[config.mk]
export PLATFORM = sky130hd
export DESIGN_NAME = fixed_addsub_pipe
export DESIGN_NICKNAME = d
export VERILOG_FILES = /design/src/rtl/fixed_addsub_pipe.sv
export SDC_FILE = /design/constraint.sdc
export NUM_CORES = 1
export LEC_CHECK = 0
export ABC_AREA = 1
export CAP_MARGIN = 30
export CORE_ASPECT_RATIO = 0.5
export CORE_MARGIN = 2
export CORE_UTILIZATION = 40
export DETAILED_ROUTE_END_ITERATION = 8
export HOLD_SLACK_MARGIN = 0.05
export PLACE_DENSITY_LB_ADDON = 0.25
export SYNTH_ARGS = -nofsm -noshare
export SYNTH_HDL_FRONTEND = slang
export SYNTH_SLANG_ARGS = --single-unit
[constraint.sdc]
create_clock -name clk -period 1.75 [get_ports clk]
set_input_delay 0.2625 -clock clk [delete_from_list [all_inputs] [get_ports clk]]
set_output_delay 0.2625 -clock clk [all_outputs]
set_load 0.01 [all_outputs]
[src/rtl/fixed_addsub_pipe.sv]
// Two-stage pipelined signed fixed-point adder/subtractor with configurable
// output format, optional round-half-up and saturation, and valid/ready flow control.
module fixed_addsub_pipe #(
  parameter int WI1 = 4,
  parameter int WF1 = 3,
  parameter int WI2 = 6,
  parameter int WF2 = 2,
  parameter int WIO = 9,
  parameter int WFO = 5,
  parameter int SAT = 1,
  parameter int RND = 0
) (
  input  logic                 clk,
  input  logic                 rst,
  input  logic                 in_valid,
  output logic                 in_ready,
  input  logic [WI1+WF1-1:0]   in1,
  input  logic [WI2+WF2-1:0]   in2,
  input  logic                 sub,
  output logic                 out_valid,
  input  logic                 out_ready,
  output logic [WIO+WFO-1:0]   out,
  output logic                 ovf,
  output logic                 ovf_sticky,
  input  logic                 ovf_clr
);

  localparam int WII  = ((WI1 > WI2) ? WI1 : WI2) + 1;
  localparam int WFI  = (WF1 > WF2) ? WF1 : WF2;
  localparam int WINT = WII + WFI;
  localparam int WFX  = (WFO > WFI) ? WFO : WFI;
  localparam int WX   = WII + 1 + WFX;
  localparam int WO   = WIO + WFO;
  localparam int WC   = ((WX > WO) ? WX : WO) + 1;
  localparam int DROP = WFX - WFO;
  localparam int RSH  = (DROP > 0) ? DROP - 1 : 0;

  localparam logic signed [WX-1:0] RND_ADD =
    (RND != 0 && DROP > 0) ? (WX'(1) <<< RSH) : '0;
  localparam logic signed [WC-1:0] MAX_V = {{(WC-WO+1){1'b0}}, {(WO-1){1'b1}}};
  localparam logic signed [WC-1:0] MIN_V = {{(WC-WO+1){1'b1}}, {(WO-1){1'b0}}};

  logic                   s1_valid_q, s1_valid_d;
  logic                   s2_valid_q, s2_valid_d;
  logic signed [WINT-1:0] sum_q, sum_d;
  logic [WO-1:0]          out_q, out_d;
  logic                   ovf_q, ovf_d;
  logic                   ovf_sticky_q, ovf_sticky_d;

  logic                   s2_adv, s1_adv, accept;
  logic signed [WINT-1:0] a1, a2;
  logic signed [WX-1:0]   ext, rnd;
  logic signed [WC-1:0]   red;
  logic                   ovf_c;
  logic [WO-1:0]          out_c;

  always_comb begin
    s2_adv   = !s2_valid_q || out_ready;
    s1_adv   = !s1_valid_q || s2_adv;
    in_ready = rst && s1_adv;
    accept   = in_valid && in_ready;
  end

  // Internal format has one extra integer bit so the exact sum cannot overflow.
  always_comb begin
    a1    = WINT'($signed(in1)) <<< (WFI - WF1);
    a2    = WINT'($signed(in2)) <<< (WFI - WF2);
    sum_d = sum_q;
    if (accept) begin
      sum_d = sub ? (a1 - a2) : (a1 + a2);
    end
  end

  // Guard integer bit in ext absorbs the rounding increment.
  always_comb begin
    ext   = WX'(sum_q) <<< (WFX - WFI);
    rnd   = ext + RND_ADD;
    red   = WC'(rnd >>> DROP);
    ovf_c = (red > MAX_V) || (red < MIN_V);
    out_c = red[WO-1:0];
    if (SAT != 0 && ovf_c) begin
      out_c = red[WC-1] ? MIN_V[WO-1:0] : MAX_V[WO-1:0];
    end
  end

  always_comb begin
    s1_valid_d   = s1_adv ? accept : s1_valid_q;
    s2_valid_d   = s2_adv ? s1_valid_q : s2_valid_q;
    out_d        = out_q;
    ovf_d        = ovf_q;
    if (s2_adv && s1_valid_q) begin
      out_d = out_c;
      ovf_d = ovf_c;
    end
    ovf_sticky_d = ovf_sticky_q;
    if (ovf_clr) begin
      ovf_sticky_d = 1'b0;
    end
    if (s2_valid_q && out_ready && ovf_q) begin
      ovf_sticky_d = 1'b1;
    end
  end

  always_ff @(posedge clk or negedge rst) begin
    if (!rst) begin
      s1_valid_q   <= 1'b0;
      s2_valid_q   <= 1'b0;
      out_q        <= '0;
      ovf_q        <= 1'b0;
      ovf_sticky_q <= 1'b0;
    end else begin
      s1_valid_q   <= s1_valid_d;
      s2_valid_q   <= s2_valid_d;
      out_q        <= out_d;
      ovf_q        <= ovf_d;
      ovf_sticky_q <= ovf_sticky_d;
    end
  end

  always_ff @(posedge clk) begin
    sum_q <= sum_d;
  end

  assign out_valid  = s2_valid_q;
  assign out        = out_q;
  assign ovf        = ovf_q;
  assign ovf_sticky = ovf_sticky_q;

endmodule

logic_types.png
Bar = 20 µm.
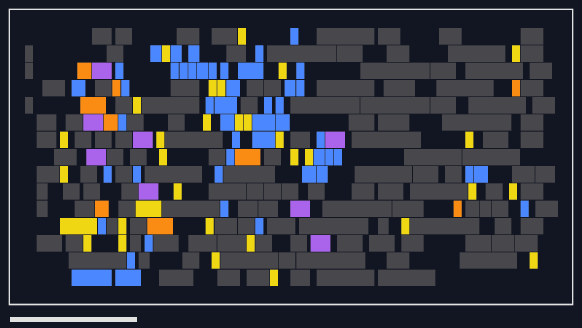
purple -> xor and xnor cells  # cells 8
orange -> nor cells  # cells 9
yellow -> inv cells  # cells 32
blue -> nand cells  # cells 49
most frequent logic cell in the layout: sky130_fd_sc_hd__buf_4
non-filler instance count after layout: 286
logic gate fraction of the total cell area: 36.1%

layer_met3.png
Cells faint in the background.
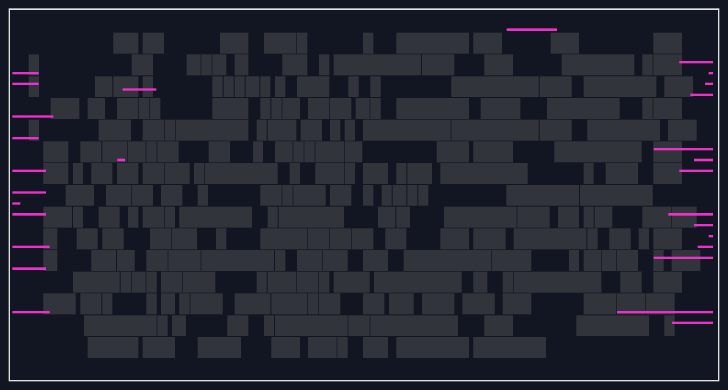
wire length on this layer = 103 µm
share of all routed wire = 3.3%
longest straight run = 11.7 µm
main direction = horizontal
nets with wire on the layer = 27
total vias in the final route: 1258
met3 Use GR: 0.717%

sizes.png
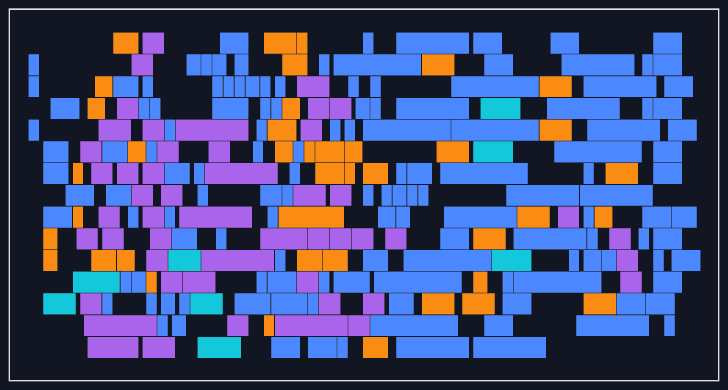
purple -> _3 and _4 cells  # cells 50, share 21%
cyan -> _6 and larger  # cells 8, share 3.4%
blue -> _0 and _1 cells  # cells 137, share 58%
orange -> _2 cells  # cells 40, share 17%
final instance area: 2350 µm²
final worst slack: -0.0759 ns
number of non-clock buffers in the layout: 72
Syn-to-layout area delta: 63.8%

clk_routes.png
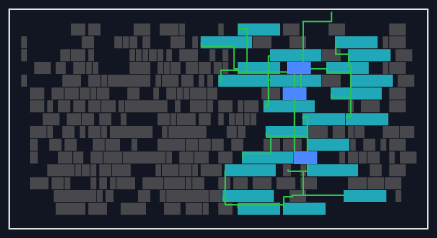
blue -> clock drivers  # count 3
cyan -> flip-flops  # count 23
green -> clock wires  # length 225 µm
routed clock nets = 4
share of power burned in the clock network: 17.3%
Setup Skew: 0.00225 ns

congestion.png
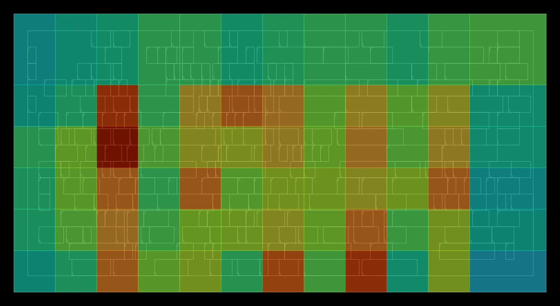
global route hottest layer: met2
average detailed-routed wire length per instance: 10.9 µm
total routing resource utilization after global routing: 15.1%

-- layout by cell type (no fill, tap or decap), types with 2 or more instances in the layout --
master	n
sky130_fd_sc_hd__nand2_2	5
sky130_fd_sc_hd__ha_4	6
sky130_fd_sc_hd__o21ai_1	2
sky130_fd_sc_hd__nand2_1	30
sky130_fd_sc_hd__nand3_2	3
sky130_fd_sc_hd__nand2_4	2
sky130_fd_sc_hd__conb_1	3
sky130_fd_sc_hd__buf_6	2
sky130_fd_sc_hd__buf_4	37
sky130_fd_sc_hd__nand3_1	7
sky130_fd_sc_hd__dfrtp_1	13
sky130_fd_sc_hd__edfxtp_1	10
sky130_fd_sc_hd__xnor2_1	4
sky130_fd_sc_hd__xor2_1	4
sky130_fd_sc_hd__dlygate4sd2_1	3
sky130_fd_sc_hd__clkbuf_8	3
sky130_fd_sc_hd__mux2_2	10
sky130_fd_sc_hd__inv_2	7
sky130_fd_sc_hd__nor2_1	3
sky130_fd_sc_hd__nor2_2	3
sky130_fd_sc_hd__a21oi_2	6
sky130_fd_sc_hd__ha_1	3
sky130_fd_sc_hd__clkdlybuf4s50_1	25
sky130_fd_sc_hd__nor2_4	3
sky130_fd_sc_hd__inv_1	23
-- synthesized netlist by cell type, types with 4 or more instances --
master,number,area (µm²)
sky130_fd_sc_hd__nand2_1,36,135
sky130_fd_sc_hd__inv_1,32,120
sky130_fd_sc_hd__dfrtp_1,13,325
sky130_fd_sc_hd__nand3_1,11,55.1
sky130_fd_sc_hd__edfxtp_1,10,300
sky130_fd_sc_hd__mux2_2,10,113
sky130_fd_sc_hd__ha_1,9,113
sky130_fd_sc_hd__nor2_1,9,33.8
sky130_fd_sc_hd__a21oi_1,7,35.0
sky130_fd_sc_hd__buf_4,5,37.5
sky130_fd_sc_hd__xnor2_1,4,35.0
sky130_fd_sc_hd__xor2_1,4,35.0
-- kinds of logic after synthesis --
group                      share of synthesized area, %
adders and majority gates                          9.26
buffers and inverters                              11.4
and+or+nand+nor                                    16.5
other                                             0.262
xor gates and xnor gates                           4.89
AOI/OAI and AO/OA                                  6.20
muxes                                              7.86
DFF                                                43.7
-- sequential cells by signal (all words and copies together), names as in the netlist --
register	count
sum_q	10
out	10
ovf_sticky	1
s1_valid_q	1
out_valid	1
-- critical path, cell delays in order --
cell and delay, ns:
sky130_fd_sc_hd__buf_6 0.10, sky130_fd_sc_hd__inv_12 0.03, sky130_fd_sc_hd__ha_4 0.15, sky130_fd_sc_hd__nand2_4 0.07
sky130_fd_sc_hd__nor2_4 0.04, sky130_fd_sc_hd__nor2_2 0.14, sky130_fd_sc_hd__nor2_2 0.06, sky130_fd_sc_hd__xnor2_1 0.14
sky130_fd_sc_hd__inv_1 0.09, sky130_fd_sc_hd__ha_4 0.31, sky130_fd_sc_hd__nand2_4 0.07, sky130_fd_sc_hd__inv_2 0.06
sky130_fd_sc_hd__nand2_2 0.04, sky130_fd_sc_hd__nand3_2 0.07, sky130_fd_sc_hd__a21oi_2 0.04, sky130_fd_sc_hd__nand3_1 0.08
sky130_fd_sc_hd__nand2_1 0.07
-- where the power goes --
group	internal, mW	switching, mW
Clock	0.158	0.158
Combinational	0.449	0.353
Sequential	0.671	0.0431
==> flow_summary_export.csv <==
group,metric,value,unit
logic_synthesis,edff_count_synth,10,
routing,route.top_layer_used,"met4",
final_layout,buffer_area_share,26.6,%
status,status,"complete, but fails checks",
logic_synthesis,async_flop_share,56.5,%
final_layout,clock_buffers,3,
global_routing,gr-usage-met1,19.6,%
logic_synthesis,yosys_register_bits,23,
logic_synthesis,part_of_the_yosys_area_used_for_sequential_elements,43.7,%
place,dp_hpwl,2.17,mm
critical_path,critical_path.startpoint,"in2[1]",
status,failing_checks,"negative setup slack",
final_layout,ff_latch_area,626,µm²
critical_path,critical_path_end_type,"flip-flop",
power,power_density_of_the_placed_cells,782,nW/µm²
logic_synthesis,syn_inst,163,
routing,wirelength_met1,1.45,mm
sta,max_clock_freq,548,MHz
floorplanning,rows,15,
logic_synthesis,synth-cells-yosys,163,
sta,setup_tns,-0.120,ns
hold_path,holdCritPathClass,"input port to asynchronous set/reset pin",
critical_path,crit_fanout,4,
run,openroad.warnings,29,
clock_tree,post-cts-setup-buffer-count,8,
floorplanning,dieHeight,46.3,µm
final_layout,numSequentialCells,23,
power,p_leak,1.12,nW
global_routing,gr-total-overflow,0,
clock_tree,clk_root_buffer_cell,"sky130_fd_sc_hd__clkbuf_8",
sta,period_minus_slack,1.83,ns
clock_tree,tritoncts_clock_tree,"built",
floorplanning,initCoreUtil,41.7,%
final_layout,layout.area.top_class,"logic gates",
global_routing,via_count_of_the_first_global_routing_pass,1177,
routing,ant_nets,0,
sta,setup_violations,2,
final_layout,area.combinational,846,µm²
final_layout,nNonClkInverters,32,
floorplanning,die_area,4110,µm²
global_routing,grt_util_met2,28.4,%
final_layout,clock_tree_area_fraction,1.97,%
critical_path,reg2reg_setup_slack,0.46,ns
critical_path,crit_type,"input port to flip-flop",
clock_tree,hold_buffer_count_at_cts,0,
floorplanning,coreArea,3430,µm²
logic_synthesis,postSynthAreaPerCell,8.79,µm²
place,placement.setup.worst_slack,-0.920,ns
clock_tree,post_cts_resize_count,52,
global_routing,grt_first_pass_wirelength,4.86,mm
run,cap_viol_max_count,0,
critical_path,crit-reg2reg-launch,"s1_valid_q",
sta,slew_viol_final,0,
critical_path,r2r-end,"sum_q[4]",
critical_path,crit_arrival,1.84,ns
final_layout,layout.comb_gates.multi_input,104,
critical_path,worstPathRequired,1.76,ns
critical_path,r2r_cells,5,
floorplanning,pin_count,39,
routing,routed_wirelength,3.12,mm
sta,hold_viol,0,
final_layout,finalCoreUtilization,68.3,%
clock_tree,tritoncts_num_sinks,23,
final_layout,drive_gt1_share,41.7,%
global_routing,grt_start_max_net_pins,14,
logic_synthesis,synth-area-yosys,1430,µm²
logic_synthesis,ys.flop_type,"sky130_fd_sc_hd__dfrtp_1",
place,dp_cells,273,
clock_tree,cts_inserted_buffers,3,
clock_tree,clk_transition_reported_paths,0.08,ns
final_layout,seq_total_area,26.7,%
critical_path,critical_path.startpoint_type,"input port",
sta,min_period_over_period,104,%
clock_tree,max-clock-path-buffers,2,
routing,drt_iter0_markers,46,
routing,remaining_drc_errors,0,
logic_synthesis,post_synth_cell_types,22,
floorplanning,n_tap_cell,51,
sta,unrepaired_setup_endpoints_after_global_routing,"yes",
sta,layout_setup_ws,-0.0759,ns
final_layout,finish.net_count,267,
global_routing,initial_antenna_violation_count,0,
power,totalPowerFinal,1.83,mW
logic_synthesis,synthesis.area,1430,µm²
clock_tree,cts_max_level,1,
routing,met2RoutedLength,1.55,mm
power,vdd_ir_max,0.301,mV
critical_path,critPathCapture,"sum_q[9]",
routing,dr.pass1.iters,4,
Power is estimated from default activity; no workload was simulated.
